Fig. 1: run 1, pin placement
Pins as bars across the die edge, other pins in grey.
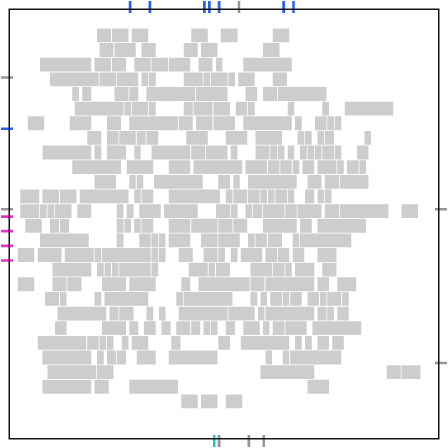
Fig. 2: run 1, port wiring
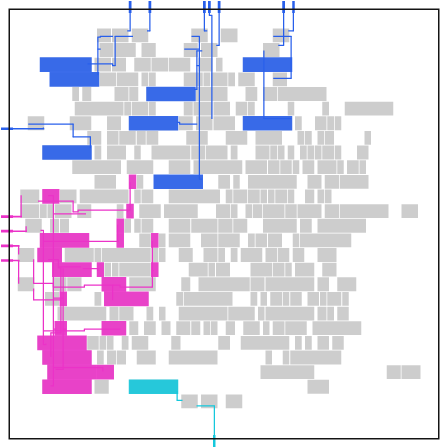
Fig. 3: run 1, cell placement
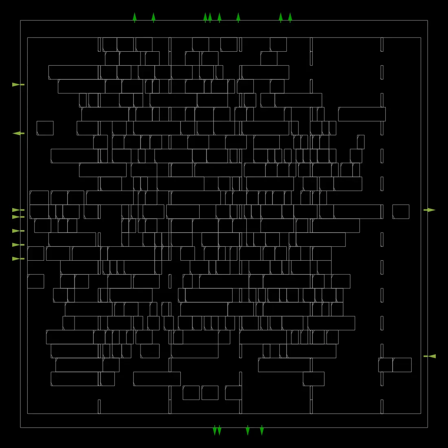
Fig. 4: run 1, routed clock nets over the placement
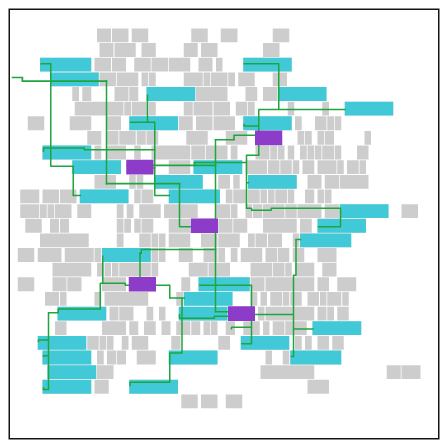
==> config.mk <==
export PLATFORM = sky130hd
export DESIGN_NAME = updown_cnt_monitor
export DESIGN_NICKNAME = d
export VERILOG_FILES = /design/src/rtl/updown_cnt_monitor.sv
export SDC_FILE = /design/constraint.sdc
export NUM_CORES = 1
export LEC_CHECK = 0
export ABC_AREA = 1
export CORE_UTILIZATION = 32
export CTS_BUF_LIST = sky130_fd_sc_hd__clkbuf_4 sky130_fd_sc_hd__clkbuf_8
export CTS_CLUSTER_DIAMETER = 80
export DETAILED_ROUTE_END_ITERATION = 10
export PLACE_DENSITY = 0.61
export REMOVE_ABC_BUFFERS = 1
export SETUP_SLACK_MARGIN = 0.5
export SLEW_MARGIN = 25
export SYNTH_ARGS = -nofsm -noshare
export SYNTH_HDL_FRONTEND = slang
export SYNTH_SLANG_ARGS = --single-unit
==> constraint.sdc <==
create_clock -name clk -period 1.8 [get_ports clk]
set_input_delay 0.18 -clock clk [delete_from_list [all_inputs] [get_ports clk]]
set_output_delay 0.18 -clock clk [all_outputs]
set_load 0.01 [all_outputs]
==> results.ini, run 1 <==
[global_route]
grt_max_degree = 33
grt_usage = 0.147
grt_pass1_wl_mm = 7.23
grt_pass1_vias = 1679

[logic_synthesis]
synth_seq_share = 0.416
synth_area_um2 = 1920
avgSynthCellArea_um2 = 8.15
ys_types = 26
yosys.area.top_type = dfrtp_1
ys_area_um2 = 1920
netlist_instances = 236

[placement]
placedInstanceArea_um2 = 2300
dpl.cell_count = 339

[final_layout]
lay_top_cells = nand2_1, buf_4, dfrtp_1, inv_1, nand2_2
largest_register_ffs = 8
fin_nets = 318
drive_gt1_frac = 0.411
design_area_um2 = 2850

[run]
drv_cap = 0

[setup_path]
worst-path-buf-inv = 1
crit_fanout = 2
crit_required_ps = 2020
critPathCaptureType = register
crit_arrival_ps = 1790
critPathMaxStageDelay_ps = 540
reg2reg_depth = 6

[floorplanning]
placementRows = 27

[sta]
hold_viol_final = 0
setup_tns_ps = 0
fin_hold_ws_ps = 298
min_period_ps = 1580
setup_violations = 0
relSlewSlack = 0.717
period_used_share = 0.875

[clocking]
clk_pin_slew_worst_paths_ps = 70
htreeDepth = 2
numCtsBuffers = 5
cts_sinks = 32
cts_hold_buf = 0

[routing]
wirelength_mm = 4.36
antenna_left = 0

[run_status]
status = finished clean

[power]
power_frac_comb = 0.543

About Fig. 1:
cyan -> `wrap_dn`  # pins 1, direction output, edge south
magenta -> `cnt`  # pins 4, direction input, edge west
blue -> `err_cnt`  # pins 8, direction output, edge 7 north, 1 west
all pins by edge = 8 north, 7 west, 4 south, 2 east
Die Height: 79.5 um
PortBufs: 20
Die Wd: 79.5 um

About Fig. 2:
blue -> `err_cnt`  # bits 8, direction output, edge 7 north, 1 west, end cells 8, buffers 8, wire 173 um
magenta -> `cnt`  # bits 4, direction input, edge west, end cells 21, buffers 7, wire 247 um
cyan -> `wrap_dn`  # bits 1, direction output, edge south, end cells 1, buffers 1, wire 11.4 um
Ports: 21

About Fig. 3:
Flops: 32
Util after Layout: 0.506
Core ar.: 5640 um^2
filler cell count: 516
final non-filler cell total: 371

About Fig. 4:
cyan -> flip-flops  # count 32
purple -> clock-net drivers  # count 5
green -> clock wires  # length 478 um
routed clock nets = 6
flops lie = widely spread
Latency at later pin: 280 ps
clock share of power: 0.160
Clock group: 539 uW
Setup Skew: 5.30 ps

==> run 1: power by group through the flow <==
stage	combinational [mW]	sequential (mW)	clock (mW)
after floorplan	0.691	1.07	0
final	1.83	0.999	0.539
after global placement	1.22	1.05	0
after CTS	1.52	0.999	0.554
after detailed placement	1.23	1.06	0
after global routing	2.01	1.02	0.595
==> run 1: routing by layer <==
metal  vias up  global-route usage  wire, um
met5         -                   0         0
met4         0              0.0600        51
met3         7              0.0309       122
met2        25               0.256      2270
met1       816               0.175      1920
li1        864                   -         -
==> run 1: synthesized netlist by cell type <==
library cell  count
nand2_1          69
o21ai_2           4
nor2_2            3
nand3_1          18
a21oi_1           4
nand2_2           9
nor2_1           13
xnor2_1           6
xor2_1            7
nor2_4            2
o211ai_1          1
ha_1             10
nor3_1            4
inv_2             4
fa_1              2
inv_1            28
nor3_2            1
o21ai_0           2
dfrtp_1          32
nand3_4           1
nand3b_1          3
or2_0             2
buf_6             1
clkinv_1          1
nand4_1           8
o21bai_1          1
==> run 1: area by class of cell <==
type                            instances  area (um^2)
Inverter                               33          124
Multi-Input combinational cell        170         1260
Fill cell                             516         2790
Sequential cell                        32          807
Clock buffer                            6         76.3
Tap cell                               72         90.1
Clock inverter                          1         5.00
Timing Repair Buffer                   57          492
==> run 1: cells by family (layout without fill, tap and decap cells) <==
logic type	after synthesis	after routing	synth area share
DFF	32	32	0.416
adders and majority gates	12	12	0.0859
and+or+nand+nor	133	133	0.327
buffers and inverters	34	97	0.0703
xor gates and xnor gates	13	13	0.0592
AOI/OAI and AO/OA	12	12	0.0416
==> run 1: repair_timing <==
action                     in CTS  in global routing
gates cloned                    0                  0
pin swaps                      23                 28
setup endpoints to repair      36                 22
setup buffers                  20                  5
gates resized                  53                 45
==> run 2, diff against run 1 <==
--- a/config.mk
+++ b/config.mk
@@ -9,6 +9,7 @@
 export CORE_UTILIZATION = 32
 export CTS_BUF_LIST = sky130_fd_sc_hd__clkbuf_4 sky130_fd_sc_hd__clkbuf_8
 export CTS_CLUSTER_DIAMETER = 80
+export CTS_CLUSTER_SIZE = 8
 export DETAILED_ROUTE_END_ITERATION = 10
 export PLACE_DENSITY = 0.61
 export REMOVE_ABC_BUFFERS = 1
==> results.ini, run 2 <==
[run_status]
status = finished clean  ; unchanged

[global_route]
grt_usage = 0.147  ; unchanged
grt_pass1_wl_mm = 7.23  ; unchanged
grt_max_degree = 33  ; unchanged
use_met1 = 0.175  ; unchanged
top_usage_layer = met2  ; unchanged
grt_use_met3 = 0.0309  ; unchanged
use_met2 = 0.256  ; unchanged

[logic_synthesis]
synth_area_um2 = 1920  ; unchanged
ys_area_um2 = 1920  ; unchanged
synthArstFlopShare = 1.00  ; unchanged
yosys.area.top_type = dfrtp_1  ; unchanged
synth_seq_share = 0.416  ; unchanged
top_logic_kind = simple AND/OR/NAND/NOR gates  ; unchanged
synthFlopType = dfrtp_1  ; unchanged
ys_sh_aoi = 0.0416  ; unchanged
edf_count = 0  ; unchanged
synth-simple-area-share = 0.327  ; unchanged
adder_share = 0.0859  ; unchanged

[placement]
port_buffers = 20  ; unchanged
placedInstanceArea_um2 = 2300  ; unchanged
dpl.cell_count = 339  ; unchanged

[clocking]
numCtsBuffers = 5  ; unchanged
cts_sinks = 32  ; unchanged

[sta]
hold_viol_final = 0  ; unchanged
period_used_share = 0.875  ; unchanged
min_period_ps = 1580  ; unchanged
setup_violations = 0  ; unchanged
relSlewSlack = 0.717  ; unchanged

[floorplanning]
die-width_um = 79.5  ; unchanged
coreArea_um2 = 5640  ; unchanged
chipHeight_um = 79.5  ; unchanged
pin_count = 21  ; unchanged

[final_layout]
design_area_um2 = 2850  ; unchanged
n_fill_cell = 516  ; unchanged
lay_top_cells = nand2_1, buf_4, dfrtp_1, inv_1, nand2_2  ; unchanged
final_cells = 371  ; unchanged

[setup_path]
crit_required_ps = 2020  ; about the same

## run 2: layout make-up
| type | count | area (um^2) | area share |
|---|---|---|---|
| Clock buffer | 6 | 76.3 | 0.0267 |
| Clock inverter | 1 | 5.00 | 0.00175 |
| Inverter | 33 | 124 | 0.0434 |
| Tap cell | 72 | 90.1 | 0.0316 |
| Sequential cell | 32 | 807 | 0.283 |
| Timing Repair Buffer | 57 | 492 | 0.172 |
| Multi-Input combinational cell | 170 | 1260 | 0.441 |
## run 2: cells by family (layout without fill, tap and decap cells)
family | Yosys count | after routing
AOI/OAI and AO/OA | 12 | 12
xor gates and xnor gates | 13 | 13
adders and majority gates | 12 | 12
buffers and inverters | 34 | 97
DFF | 32 | 32
and+or+nand+nor | 133 | 133
## run 2: worst max-delay path: stages (launching register included)
cell,delay [ps]
dfrtp_1,370
ha_2,190
inv_2,40
fa_2,540
nand4_1,100
nor2_1,150
nand3b_1,120
## run 2: power by group through the flow
stage	Clock [mW]	Sequential, mW	Combinational [mW]
3_5_place_dp	0	1.06	1.23
5_1_grt	0.595	1.02	2.01
3_3_place_gp	0	1.05	1.22
2_1_floorplan	0	1.07	0.691
6_report	0.539	0.999	1.83
4_1_cts	0.554	0.999	1.52
## run 2: timing repair
| action | in CTS | in global routing |
|---|---|---|
| buffers inserted | 20 | 5 |
| pin swaps | 23 | 28 |
| hold buffers | 0 | 0 |
| gates resized | 53 | 45 |
| setup endpoints to repair | 36 | 22 |
## run 2: routing by layer
metal | wire length, um | share of wire
met5 | 0 | 0
met2 | 2270 | 0.52
met4 | 51 | 0.012
met3 | 122 | 0.028
met1 | 1920 | 0.44
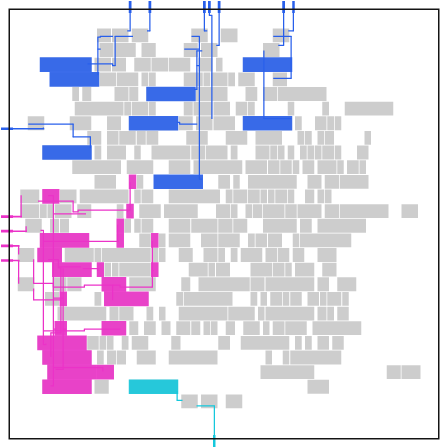
Fig. 5. Port wiring (run 2).
magenta -> `cnt`  # bits 4, direction input, edge west, end cells 21, buffers 7, wire 247 um
cyan -> `wrap_dn`  # bits 1, direction output, edge south, end cells 1, buffers 1, wire 11.4 um
blue -> `err_cnt`  # bits 8, direction output, edge 7 north, 1 west, end cells 8, buffers 8, wire 173 um

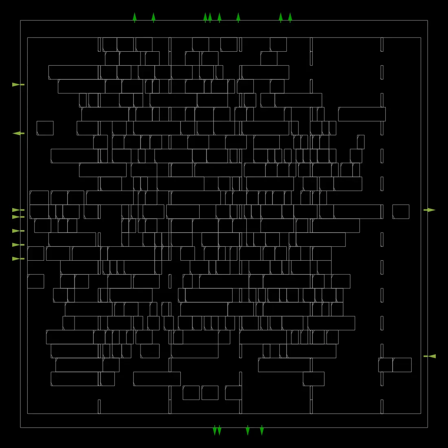
Fig. 6. Cell placement (run 2).
fraction of area in registers: 0.283
# rows: 27
n_taps: 72

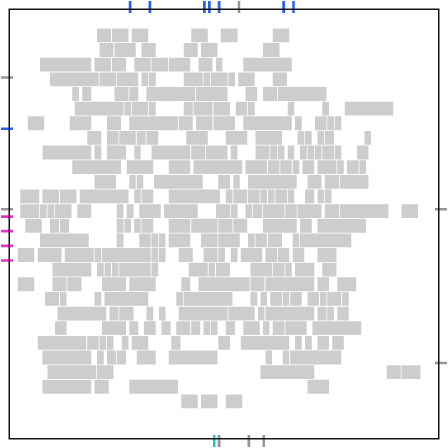
Fig. 7. Pin placement (run 2).
Pins as bars across the die edge, other pins in grey.
cyan -> `wrap_dn`  # pins 1, direction output, edge south
magenta -> `cnt`  # pins 4, direction input, edge west
blue -> `err_cnt`  # pins 8, direction output, edge 7 north, 1 west
all pins by edge = 8 north, 7 west, 4 south, 2 east

No activity file was given, so power comes from the tool's default toggle rates.
